--- src/rtl/hamming74_enc_arbiter.sv ---
// hamming74_enc_arbiter
//   Round-robin arbiter in front of one shared (7,4) Hamming encoder.
//   A granted byte is sent as two codewords: the low nibble first, then
//   the high nibble. Each codeword is tagged with the requester ID and a
//   last flag, and is held stable until the downstream handshake.
//
// Ports
//   clk        clock; all state updates on the rising edge
//   rst        synchronous active-high reset
//   req_valid  [NREQ]    requester i offers a byte
//   req_data   [8*NREQ]  requester i byte at [8i+7:8i]
//   req_ready  [NREQ]    one-hot: requester i's byte is captured this cycle
//   cw_valid   codeword valid
//   cw_ready   downstream accepts the codeword when high together with cw_valid
//   cw_data    [6:0] = {d3,d2,d1,p3,d0,p2,p1}
//   cw_id      [ID_W]    requester index of the current codeword
//   cw_last    0 = low-nibble codeword, 1 = high-nibble codeword
//   busy       high whenever the FSM is not IDLE
module hamming74_enc_arbiter #(
  parameter int NREQ = 4,
  parameter int ID_W = 2
) (
  input  logic              clk,
  input  logic              rst,
  input  logic [NREQ-1:0]   req_valid,
  input  logic [8*NREQ-1:0] req_data,
  output logic [NREQ-1:0]   req_ready,
  output logic              cw_valid,
  input  logic              cw_ready,
  output logic [6:0]        cw_data,
  output logic [ID_W-1:0]   cw_id,
  output logic              cw_last,
  output logic              busy
);

  typedef enum logic [1:0] {IDLE, LO, HI} state_t;

  state_t          state_q, state_d;
  logic [ID_W-1:0] ptr_q, ptr_d;
  logic [7:0]      hold_q, hold_d;
  logic            cw_valid_q, cw_valid_d;
  logic [6:0]      cw_data_q, cw_data_d;
  logic [ID_W-1:0] cw_id_q, cw_id_d;
  logic            cw_last_q, cw_last_d;

  logic            gnt_found;
  logic [ID_W-1:0] gnt_idx;
  logic [7:0]      gnt_byte;
  logic            cw_hs;

  // Shared (7,4) encoder: parity bits sit at the power-of-two positions.
  function automatic logic [6:0] enc(input logic [3:0] d);
    logic p1, p2, p3;
    p1 = d[0] ^ d[1] ^ d[3];
    p2 = d[0] ^ d[2] ^ d[3];
    p3 = d[1] ^ d[2] ^ d[3];
    return {d[3], d[2], d[1], p3, d[0], p2, p1};
  endfunction

  // Round-robin scan starting at ptr, wrapping at NREQ-1 (NREQ need not
  // be a power of two, so the wrap is explicit rather than modular).
  always_comb begin
    int              idx;
    logic [ID_W-1:0] cand;
    gnt_found = 1'b0;
    gnt_idx   = '0;
    idx       = 0;
    cand      = '0;
    for (int k = 0; k < NREQ; k++) begin
      idx = int'(ptr_q) + k;
      if (idx >= NREQ) idx = idx - NREQ;
      cand = ID_W'(idx);
      if (!gnt_found && req_valid[cand]) begin
        gnt_found = 1'b1;
        gnt_idx   = cand;
      end
    end
  end

  assign gnt_byte  = req_data[8*gnt_idx +: 8];
  assign req_ready = (state_q == IDLE && !rst && gnt_found) ?
                     (NREQ'(1) << gnt_idx) : '0;
  assign cw_hs     = cw_valid_q & cw_ready;

  always_comb begin
    state_d    = state_q;
    ptr_d      = ptr_q;
    hold_d     = hold_q;
    cw_valid_d = cw_valid_q;
    cw_data_d  = cw_data_q;
    cw_id_d    = cw_id_q;
    cw_last_d  = cw_last_q;
    unique case (state_q)
      IDLE: begin
        if (gnt_found) begin
          hold_d     = gnt_byte;
          cw_id_d    = gnt_idx;
          cw_data_d  = enc(gnt_byte[3:0]);
          cw_last_d  = 1'b0;
          cw_valid_d = 1'b1;
          ptr_d      = (int'(gnt_idx) == NREQ - 1) ? '0 : gnt_idx + 1'b1;
          state_d    = LO;
        end
      end
      LO: begin
        if (cw_hs) begin
          cw_data_d = enc(hold_q[7:4]);
          cw_last_d = 1'b1;
          state_d   = HI;
        end
      end
      HI: begin
        // No new grant here: the following IDLE cycle is always taken.
        if (cw_hs) begin
          cw_valid_d = 1'b0;
          state_d    = IDLE;
        end
      end
      default: state_d = IDLE;
    endcase
  end

  always_ff @(posedge clk) begin
    if (rst) begin
      state_q    <= IDLE;
      ptr_q      <= '0;
      hold_q     <= '0;
      cw_valid_q <= 1'b0;
      cw_data_q  <= '0;
      cw_id_q    <= '0;
      cw_last_q  <= 1'b0;
    end else begin
      state_q    <= state_d;
      ptr_q      <= ptr_d;
      hold_q     <= hold_d;
      cw_valid_q <= cw_valid_d;
      cw_data_q  <= cw_data_d;
      cw_id_q    <= cw_id_d;
      cw_last_q  <= cw_last_d;
    end
  end

  assign cw_valid = cw_valid_q;
  assign cw_data  = cw_data_q;
  assign cw_id    = cw_id_q;
  assign cw_last  = cw_last_q;
  assign busy     = (state_q != IDLE);

endmodule

--- config.mk ---
export PLATFORM = sky130hd
export DESIGN_NAME = hamming74_enc_arbiter
export DESIGN_NICKNAME = d
export VERILOG_FILES = /design/src/rtl/hamming74_enc_arbiter.sv
export SDC_FILE = /design/constraint.sdc
export NUM_CORES = 1
export LEC_CHECK = 0
export CAP_MARGIN = 40
export CORE_MARGIN = 1.5
export CORE_UTILIZATION = 31
export DETAILED_ROUTE_END_ITERATION = 10
export PLACE_DENSITY_LB_ADDON = 0.05
export SYNTH_ARGS = -nofsm -noshare
export SYNTH_HDL_FRONTEND = slang
export SYNTH_SLANG_ARGS = --single-unit
export TNS_END_PERCENT = 5
--- constraint.sdc ---
create_clock -name clk -period 2.1 [get_ports clk]
set_input_delay 0.315 -clock clk [delete_from_list [all_inputs] [get_ports clk]]
set_output_delay 0.315 -clock clk [all_outputs]
set_load 0.05 [all_outputs]
### Routed clock nets over the placement, run 1

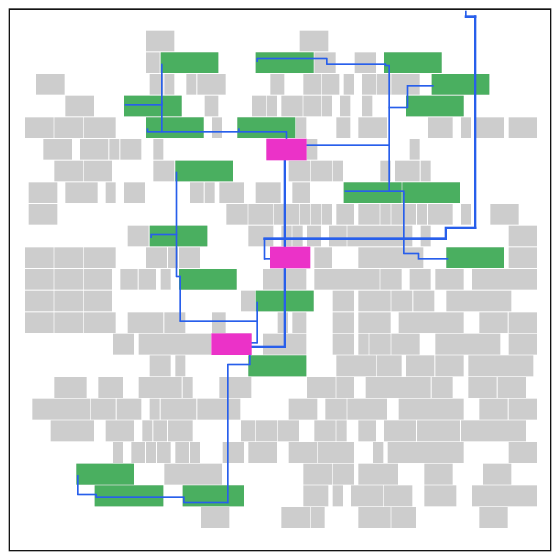
flip-flops -> green  # count 19
clock wires -> blue  # length 292 um
clock drivers -> magenta  # count 3
routed clock nets = 4
proportion of power drawn by the clock network: 0.138
clock-net power: 261 uW

### Placed standard cells, run 1

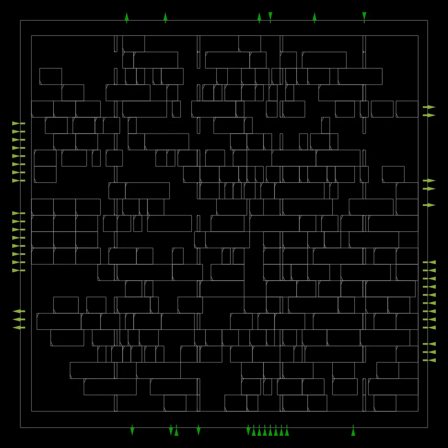
fillers: 361
Std-Cell Rows: 23
number of standard cells in the final layout excluding fillers: 285
sequential cell area share: 0.161
Seq cells: 19

==> run notes, run 1 <==
Results of the implementation run.

By startpoint and endpoint, the worst setup path is classified as register to register. The root buffer cell chosen for the clock tree is clkbuf_8. The final weighted congestion in routability-driven placement came out at 0.764.

The number of failing hold endpoints at the final stage is 0. The checks that failed: negative setup slack. The initial core utilization came out at 0.323. The proportion of register bits with asynchronous set or reset after synthesis is 0. The maximum number of pins on one net before global-route repair is 21. Looking at the critical path, the highest net fanout was 4.

The number of flops mapped to enable cells by yosys came out at 0. The areal power density over the cells is 789 mW/mm^2. The transition time at the pin with the least slew margin came out at 0.663 ns. The die is 67.8 um wide. The number of antenna violations at the first check in global routing came out at 0. Setup repair after global routing could not meet its margin everywhere. The worst hold path was traced through 2 stages. The minimum clock period after layout is 2.10 ns.

The logs give a warning total of 32. The max-slew headroom at the worst pin is 0.557. The number of unique standard cell types used by synthesis is 34.

The number of multi-input logic gates came out at 124. The post-layout net count came out at 279. According to the dpl log, the detail-placed design has an HPWL of 2860 um. In the power breakdown, the internal column shows 1160 uW. The run finished, with violations left.

The fraction of final cell area spent on non-clock buffers in this run is 0.341. The critical path in the final layout is reported with a setup slack of -0.00332 ns. The number of pins with negative max-slew slack in the final report is 0. The endpoint of the worst hold path is reported as cw_id[1]$_SDFFE_PP0P_. The mean cell area of the mapped netlist is 8.46 um^2. The area share of the largest cell type after synthesis is 0.292. The overall die area is 0.00460 mm^2.

The required time of the worst setup path came out at 2.26 ns. In this run, post-CTS hold repair placed 0 buffers. The endpoint identified for the worst register-to-register timing path is cw_data[1]$_SDFFE_PP0P_. The peak ir drop on the vdd network is 0.304 mV. The share of the Yosys chip area taken by registers is 0.292. The first global-routing pass estimated 6150 um of wire.

The routed via count divided by cell count is 4.84. The ratio of cells with drive above 1 in the final layout came out at 0.340. Among all flip-flop cells after synthesis, the most frequent one is dfxtp_1.

The area taken by multi-input logic gates is 0.00107 mm^2. The final setup violation count is 1. The clock skew after layout came out at 0.00388 ns.

The number of non-clock inverters came out at 4. The number of cells traversed by the worst register-to-register path is 8.
### Drive-strength map, run 1

Scale bar: 20 um.
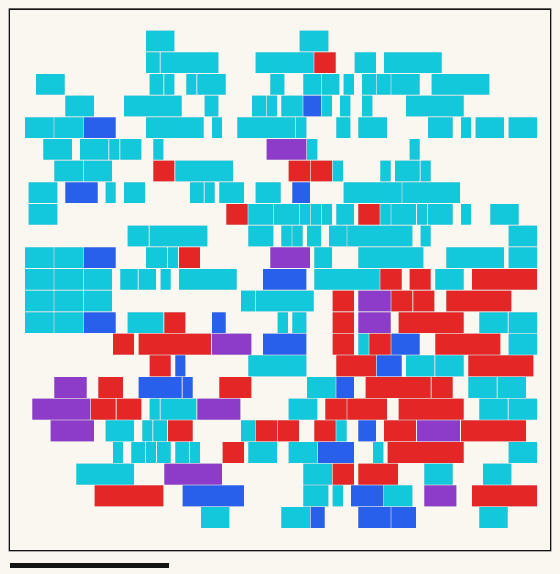
_0 and _1 cells -> cyan  # cells 155
_3 and _4 cells -> red  # cells 46
_2 cells -> blue  # cells 22
_6 and larger -> purple  # cells 12
Non-clock buffers: 84
Final Cell Area: 0.00239 mm^2

[run 1: layer usage]
metal | GRT usage | vias to the layer above | routed length [um]
met3 | 0.0378 | 7 | 234
met2 | 0.324 | 52 | 1840
met1 | 0.213 | 620 | 1620
li1 | - | 701 | -
met5 | 0 | - | 0
met4 | 0.0600 | 0 | 61
[run 1: cell usage in the layout (no fill, tap or decap), types with 4 or more instances in the layout]
| cell type | instances |
|---|---|
| a21oi_1 | 11 |
| a311oi_1 | 4 |
| and2_4 | 4 |
| buf_4 | 25 |
| buf_6 | 4 |
| clkdlybuf4s50_1 | 46 |
| dfxtp_1 | 17 |
| mux2_2 | 4 |
| mux2i_1 | 7 |
| mux2i_4 | 9 |
| nand2_1 | 24 |
| nor2_1 | 14 |
| xnor2_1 | 5 |
[run 1: synth_stat cells (3+ instances only)]
cell type and number:
a311oi_1 4, xnor3_1 3, nand2_1 24, xnor2_1 5, inv_1 4, mux2_2 4, clkbuf_1 5, nor3_1 4
nor2b_1 3, mux2i_1 14, and2_1 4, o22ai_1 3, nor2_1 16, ha_1 4, a21oi_1 13, dfxtp_1 19
[run 1: per-stage QoR]
| step | instances | cell area [um^2] | hold WS, ns |
|---|---|---|---|
| after floorplan | 154 | 1310 | 0.397 |
| after global placement | 274 | 2060 | 0.449 |
| after detailed placement | 274 | 2060 | 0.452 |
| after CTS | 283 | 2350 | 0.466 |
| after global routing | 285 | 2390 | 0.492 |
| final | 285 | 2390 | 0.461 |
[run 1: logic make-up (layout without fill, tap and decap cells)]
logic type               Yosys count  count (layout)  synth area share
XOR/XNOR                           8               8            0.0855
multiplexers                      20              20             0.163
AND-OR/OR-AND                     31              31             0.168
adder cells (fa/ha/maj)            4               4            0.0384
buffers and inverters             11              92            0.0384
flip-flops                        19              19             0.292
AND/OR/NAND/NOR                   61              61             0.214
[run 1: worst max-delay path by stage]
stage | to | slack, ns | depth (start not counted)
after global routing | cw_data[1]$_SDFFE_PP0P_ | -0.09 | 8
after floorplan | req_ready[2] | -0.04 | 5
final | cw_data[1]$_SDFFE_PP0P_ | -0.003 | 8
after detailed placement | cw_data[3]$_SDFFE_PP0P_ | -0.57 | 8
after CTS | req_ready[0] | -0.004 | 9
after global placement | cw_data[3]$_SDFFE_PP0P_ | -0.42 | 8
[run 1: timing repair]
item | 4_1_cts | 5_1_grt
buffers inserted | 5 | 2
pin swaps | 6 | 5
gates resized | 52 | 11
setup endpoints to repair | 13 | 6
[run 1: worst max-delay path, cell delays in order, from the launching register on]
cell	delay, ns
dfxtp_4	0.38
nor2b_4	0.16
nor2_4	0.05
a2bb2oi_4	0.15
buf_8	0.15
mux2i_4	0.19
mux2i_4	0.17
xnor3_1	0.43
a2111oi_2	0.35
[run 1: registers in the layout, summed over array words and instances, names as in the netlist]
register and count:
state_q 2, cw_last 1, cw_data 7, cw_id 2, ptr_q 2, cw_valid 1
hold_q 4
[run 1: power by group through the flow]
stage	clock network, uW	registers (uW)	logic, uW
3_5_place_dp	0	490	942
4_1_cts	268	489	1110
2_1_floorplan	0	616	477
5_1_grt	282	499	1220
6_report	261	490	1130
3_3_place_gp	0	488	931
### Where the registers sit, run 1

Other sequential cells in the stronger gray, the rest of the logic in the fainter gray.
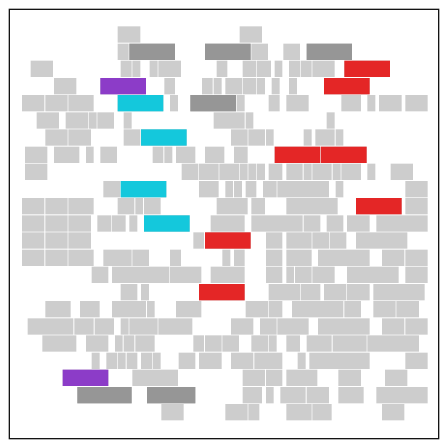

==> inputs of run 2 (changes only) <==
- CELL_PAD_IN_SITES_DETAIL_PLACEMENT: unset -> 1
- CELL_PAD_IN_SITES_GLOBAL_PLACEMENT: unset -> 1
- CORE_UTILIZATION: 31 -> 28
- CTS_BUF_LIST: unset -> sky130_fd_sc_hd__clkbuf_2 sky130_fd_sc_hd__clkbuf_4 sky130_fd_sc_hd__clkbuf_8
### Where the registers sit, run 2

Other sequential cells in the stronger gray, the rest of the logic in the fainter gray.
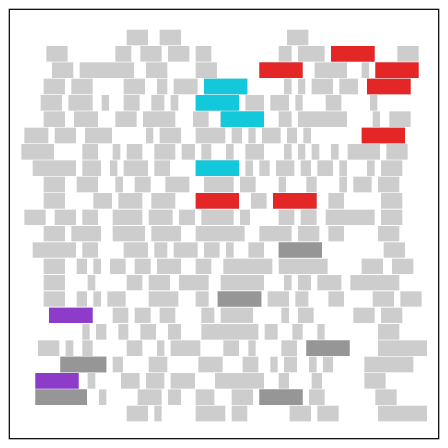
`cw_id` -> purple  # placed flops 2
`hold_q` -> cyan  # placed flops 4, where north
`cw_data` -> red  # placed flops 7, where north-east
not colored = 6
final core utilization: 0.566
seq pwr: 488 uW
sequential cell area share: 0.154
sequential cell area: 385 um^2

### Placed standard cells, run 2

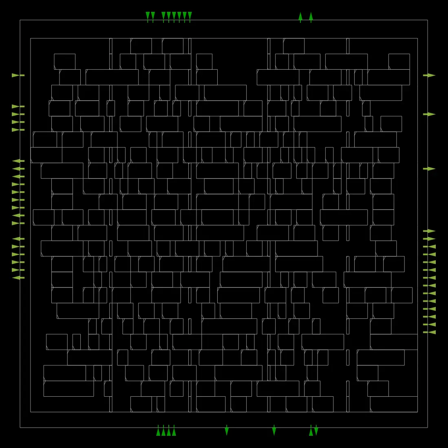
placeable core region: 0.00441 mm^2
Std-Cell Rows: 24
number of standard cells in the final layout excluding fillers: 297
fillers: 491

==> run notes, run 2 <==
Results of the implementation run.

The run finished, with violations left. The critical path class is register to register. The horizontal extent of the die is 71.2 um (+5.0%).

The number of flip-flops under the largest register name came out at 7 (unchanged). The OpenROAD warning count is 32 (unchanged). The wire length of the first global-routing pass came out at 8140 um (+32%). By instance count after routing, the leading logic cell type is clkdlybuf4s50_1. The hold buffer count at cts is 0 (unchanged). The number of antenna violations at the first check in global routing came out at 0 (unchanged). The areal power density over the cells was 813 mW/mm^2 (+3.1%). The final setup violation count is 4 (+3). The area share of the largest cell type after synthesis is 0.292 (unchanged). The max-slew headroom at the worst pin was 0.491 (-0.0658). The met1 track utilization from global routing came to 0.234 (+0.0212). The required time of the worst setup path came to 2.27 ns (about the same).

The minimum clock period after layout came to 2.16 ns (+0.0523 ns). The checks that failed: negative setup slack. The peak ir drop on the vdd network came out at 0.376 mV (+24%). The worst-case hold slack is 0.480 ns (+0.0185 ns).

In the layout the commonest cells are 46 x clkdlybuf4s50_1, 30 x buf_4, 22 x nand2_1, 17 x dfxtp_1, 14 x nor2_1. Counting instances in the post-synthesis netlist gives the leading cell types as 24 x nand2_1, 19 x dfxtp_1, 16 x nor2_1, 14 x mux2i_1, 13 x a21oi_1. The number of pins with negative max-slew slack in the final report came to 0 (unchanged). The global-route track usage on met3 is 0.0413 (+0.00348). The number of flops mapped to enable cells by yosys is 0 (unchanged). The estimated wirelength of the detail-placed design is 3600 um (+26%). In this run the clock root is driven by a clkbuf_8.

The global routing usage on met2 was 0.380 (+0.0561). The setup slack after layout came out at -0.0556 ns (-0.0523 ns).
-- run 2: cell counts after synthesis --
No cell type changed its count.
-- run 2: what timing repair did --
action | 4_1_cts | 5_1_grt
resized | 52 | 13
pin swaps | 11 | 5
setup buffers | 14 | 3
setup endpoints to repair | 16 | 9
-- run 2: path summary, 6_finish.rpt --
| path | start | to | slack [ns] | depth (start not counted) |
|---|---|---|---|---|
| worst min-delay path | cw_id[0]$_SDFFE_PP0P_ | cw_id[0]$_SDFFE_PP0P_ | 0.48 | 2 |
| worst max register to register | ptr_q[0]$_SDFFE_PP0P_ | cw_data[3]$_SDFFE_PP0P_ | -0.06 | 9 |
| worst min register to register | cw_id[0]$_SDFFE_PP0P_ | cw_id[0]$_SDFFE_PP0P_ | 0.48 | 2 |
| worst max-delay path | ptr_q[0]$_SDFFE_PP0P_ | cw_data[3]$_SDFFE_PP0P_ | -0.06 | 9 |
-- run 2: routing by layer --
| metal | routed length [um] | up-vias |
|---|---|---|
| met2 | 2620 | 50 |
| li1 | - | 721 |
| met1 | 2090 | 710 |
| met3 | 253 | 9 |
| met5 | 0 | - |
| met4 | 84 | 0 |
-- run 2: kinds of logic (layout without fill, tap and decap cells) --
logic type / Yosys count / count (layout) / synth area share
simple gates: 61 / 61 / 0.214
compound gates: 31 / 31 / 0.168
buf+inv: 11 / 102 / 0.0384
fa+ha+maj: 4 / 4 / 0.0384
flops: 19 / 19 / 0.292
xor+xnor: 8 / 8 / 0.0855
mux: 20 / 20 / 0.163
-- run 2: area by class of cell --
| type | instances | share of cell area |
|---|---|---|
| Multi-Input combinational cell | 124 | 0.429 |
| Timing Repair Buffer | 94 | 0.367 |
| Clock inverter | 1 | 0.00200 |
| Clock buffer | 3 | 0.0165 |
| Sequential cell | 19 | 0.154 |
| Inverter | 4 | 0.00601 |
| Tap cell | 52 | 0.0260 |
-- run 2: stage by stage --
| step | setup WS [ns] | instance area [um^2] | total power [uW] | std cells |
|---|---|---|---|---|
| floorplan | -0.0377 | 1310 | 1090 | 154 |
| global placement | -0.508 | 2070 | 1440 | 277 |
| detailed placement | -0.654 | 2070 | 1470 | 277 |
| CTS | -0.0269 | 2420 | 1950 | 294 |
| global route | -0.155 | 2500 | 2140 | 297 |
| finish | -0.0556 | 2500 | 2030 | 297 |
-- run 2: power by group --
group,switching [uW],internal [uW]
combinational,599,668
sequential,60.7,427
clock,145,133
total,805,1230
-- run 2: worst max-delay path: stages, from the launching register on --
cell and delay, ns:
dfxtp_4 0.39, nor2b_4 0.06, nor3_2 0.18, a21oi_2 0.07
nor2_2 0.13, buf_6 0.13, buf_4 0.12, mux2i_4 0.30
xnor3_1 0.37, a2111oi_2 0.29
### Drive-strength map, run 2

Scale bar: 20 um.
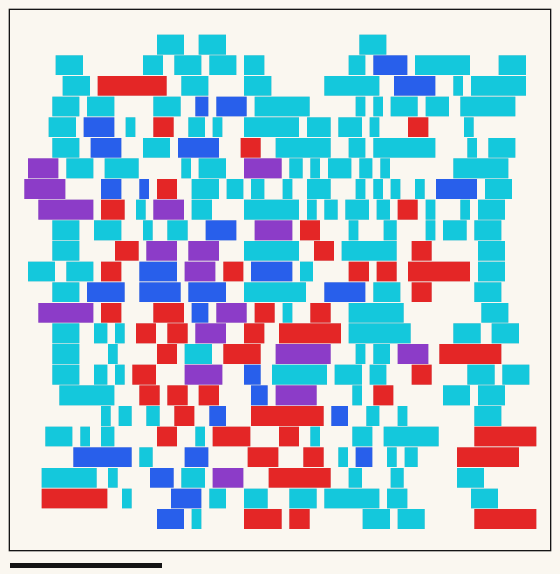

==> inputs of run 3 (changes only) <==
- CORE_ASPECT_RATIO: unset -> 1.25
### Drive-strength map, run 3

Scale bar: 20 um.
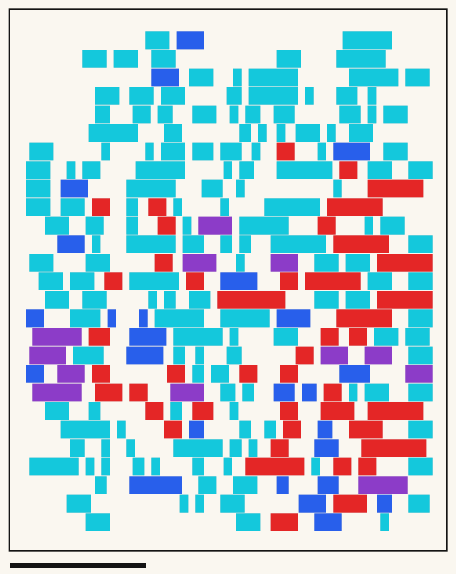
_0 and _1 cells -> cyan  # cells 154
_2 cells -> blue  # cells 25
_3 and _4 cells -> red  # cells 44
_6 and larger -> purple  # cells 12

### Wire density map, run 3

Scale bar: 20 um. 13 x 16 tiles, from dark purple (low) to yellow (high), scaled to the fullest tile. Values are wire area over tile area, all layers added.
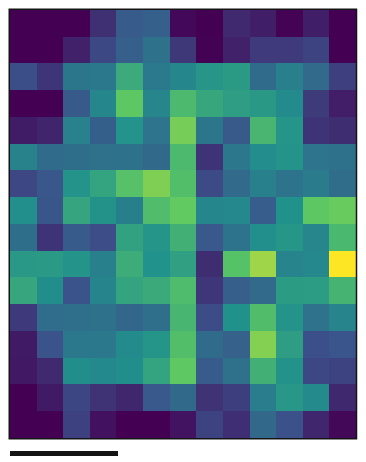
tiles over half the peak = 28%
fullest tile = 0.37
mean over tiles = 0.14
number of vias after detailed routing: 1416
GRT Total Usage: 0.184
total routed wirelength: 4480 um
detail-routed net length per standard cell: 15.3 um

==> run notes, run 3 <==
Results of the implementation run.

The slack of the worst reg-to-reg path is -0.004 ns (+0.05 ns). The final reports fail on negative setup slack. The minimum clock period after layout came out at 2.10 ns (-0.0516 ns).

After synthesis, the most frequently instantiated cells are 24 x nand2_1, 19 x dfxtp_1, 16 x nor2_1, 14 x mux2i_1, 13 x a21oi_1. The tally of filler cells in the layout came out at 506 (+3.1%). The OpenROAD warning count is 32 (unchanged). The worst register-to-register path begins at ptr_q[0]$_SDFFE_PP0P_.

The number of antenna violations at the first check in global routing is 0 (unchanged). The cell row count came to 27 (+13%). The utilization after layout came out at 0.543 (-0.0229).

Following the worst setup path forward leads to its endpoint at cw_data[3]$_SDFFE_PP0P_. The required time of the worst setup path came out at 2.26 ns (about the same). The final setup violation count is 1 (-3). The hold buffer count at cts came out at 0 (unchanged). The number of flip-flops under the largest register name came to 7 (unchanged).

The areal power density over the cells came to 799 mW/mm^2 (-1.8%). The setup slack after layout came out at -0.00403 ns (+0.0516 ns). The flow ran to the end, but the final reports show violations. The number of cells traversed by the worst register-to-register path is 8 (-1). The register area was 385 um^2 (unchanged).

The worst-case hold slack is 0.480 ns (-0.0000550 ns). The number of flops mapped to enable cells by yosys came to 0 (unchanged). The area share of the largest cell type after synthesis came to 0.292 (unchanged).
-- run 3: cell counts after synthesis --
No cell type changed its count.
-- run 3: cell families after synthesis --
logic type / share of synthesized area
AOI/OAI and AO/OA: 0.168
xor gates and xnor gates: 0.0855
adders and majority gates: 0.0384
buffers and inverters: 0.0384
DFF: 0.292
muxes: 0.163
and+or+nand+nor: 0.214
-- run 3: through the flow --
step | setup slack [ns] | TNS, ns | instances
after global placement | -0.450 | -4.86 | 282
after floorplan | -0.0377 | -0.0528 | 154
after global routing | -0.0891 | -0.330 | 293
after CTS | -0.0207 | -0.0399 | 294
final | -0.00403 | -0.00403 | 293
after detailed placement | -0.647 | -6.73 | 282
-- run 3: how the worst min path moves through the flow --
| stage | startpoint | cells after the start | to |
|---|---|---|---|
| after floorplan | rst | 1 | cw_data[1]$_SDFFE_PP0P_ |
| after global placement | cw_id[0]$_SDFFE_PP0P_ | 2 | cw_id[0]$_SDFFE_PP0P_ |
| after detailed placement | cw_id[0]$_SDFFE_PP0P_ | 2 | cw_id[0]$_SDFFE_PP0P_ |
| after CTS | cw_id[0]$_SDFFE_PP0P_ | 2 | cw_id[0]$_SDFFE_PP0P_ |
| after global routing | cw_id[0]$_SDFFE_PP0P_ | 2 | cw_id[0]$_SDFFE_PP0P_ |
| final | cw_id[1]$_SDFFE_PP0P_ | 2 | cw_id[1]$_SDFFE_PP0P_ |
-- run 3: area by class of cell --
cell class | instances | area share
clock buffer | 4 | 0.0203
inverter | 4 | 0.00625
multi-input combinational | 124 | 0.444
sequential | 19 | 0.160
tap | 58 | 0.0302
timing repair buffer | 84 | 0.339
-- run 3: routing by layer --
layer | global-route usage | routed length [um]
met3 | 0.0255 | 169
met2 | 0.344 | 2420
met1 | 0.221 | 1850
met5 | 0 | 0
met4 | 0.0391 | 38
-- run 3: worst max-delay path, stage by stage (launching register included) --
cell and delay [ns]:
dfxtp_4 0.37, nor2b_4 0.16, nor2_4 0.06, a2bb2oi_4 0.16, buf_12 0.15, mux2i_4 0.18, mux2i_4 0.16, xnor3_1 0.46
a2111oi_4 0.29
-- run 3: repair_timing --
item                                    4_1_cts  5_1_grt
endpoints found under the setup margin       15        8
gates resized                                36       24
pin swaps                                     6        6
buffers inserted                              9        0
-- run 3: power breakdown --
group | switching (uW) | internal, uW
Clock | 122 | 148
Combinational | 557 | 603
Sequential | 63.2 | 427
Total | 742 | 1180
Power figures rest on the tool's default switching activity, not on a simulated workload.
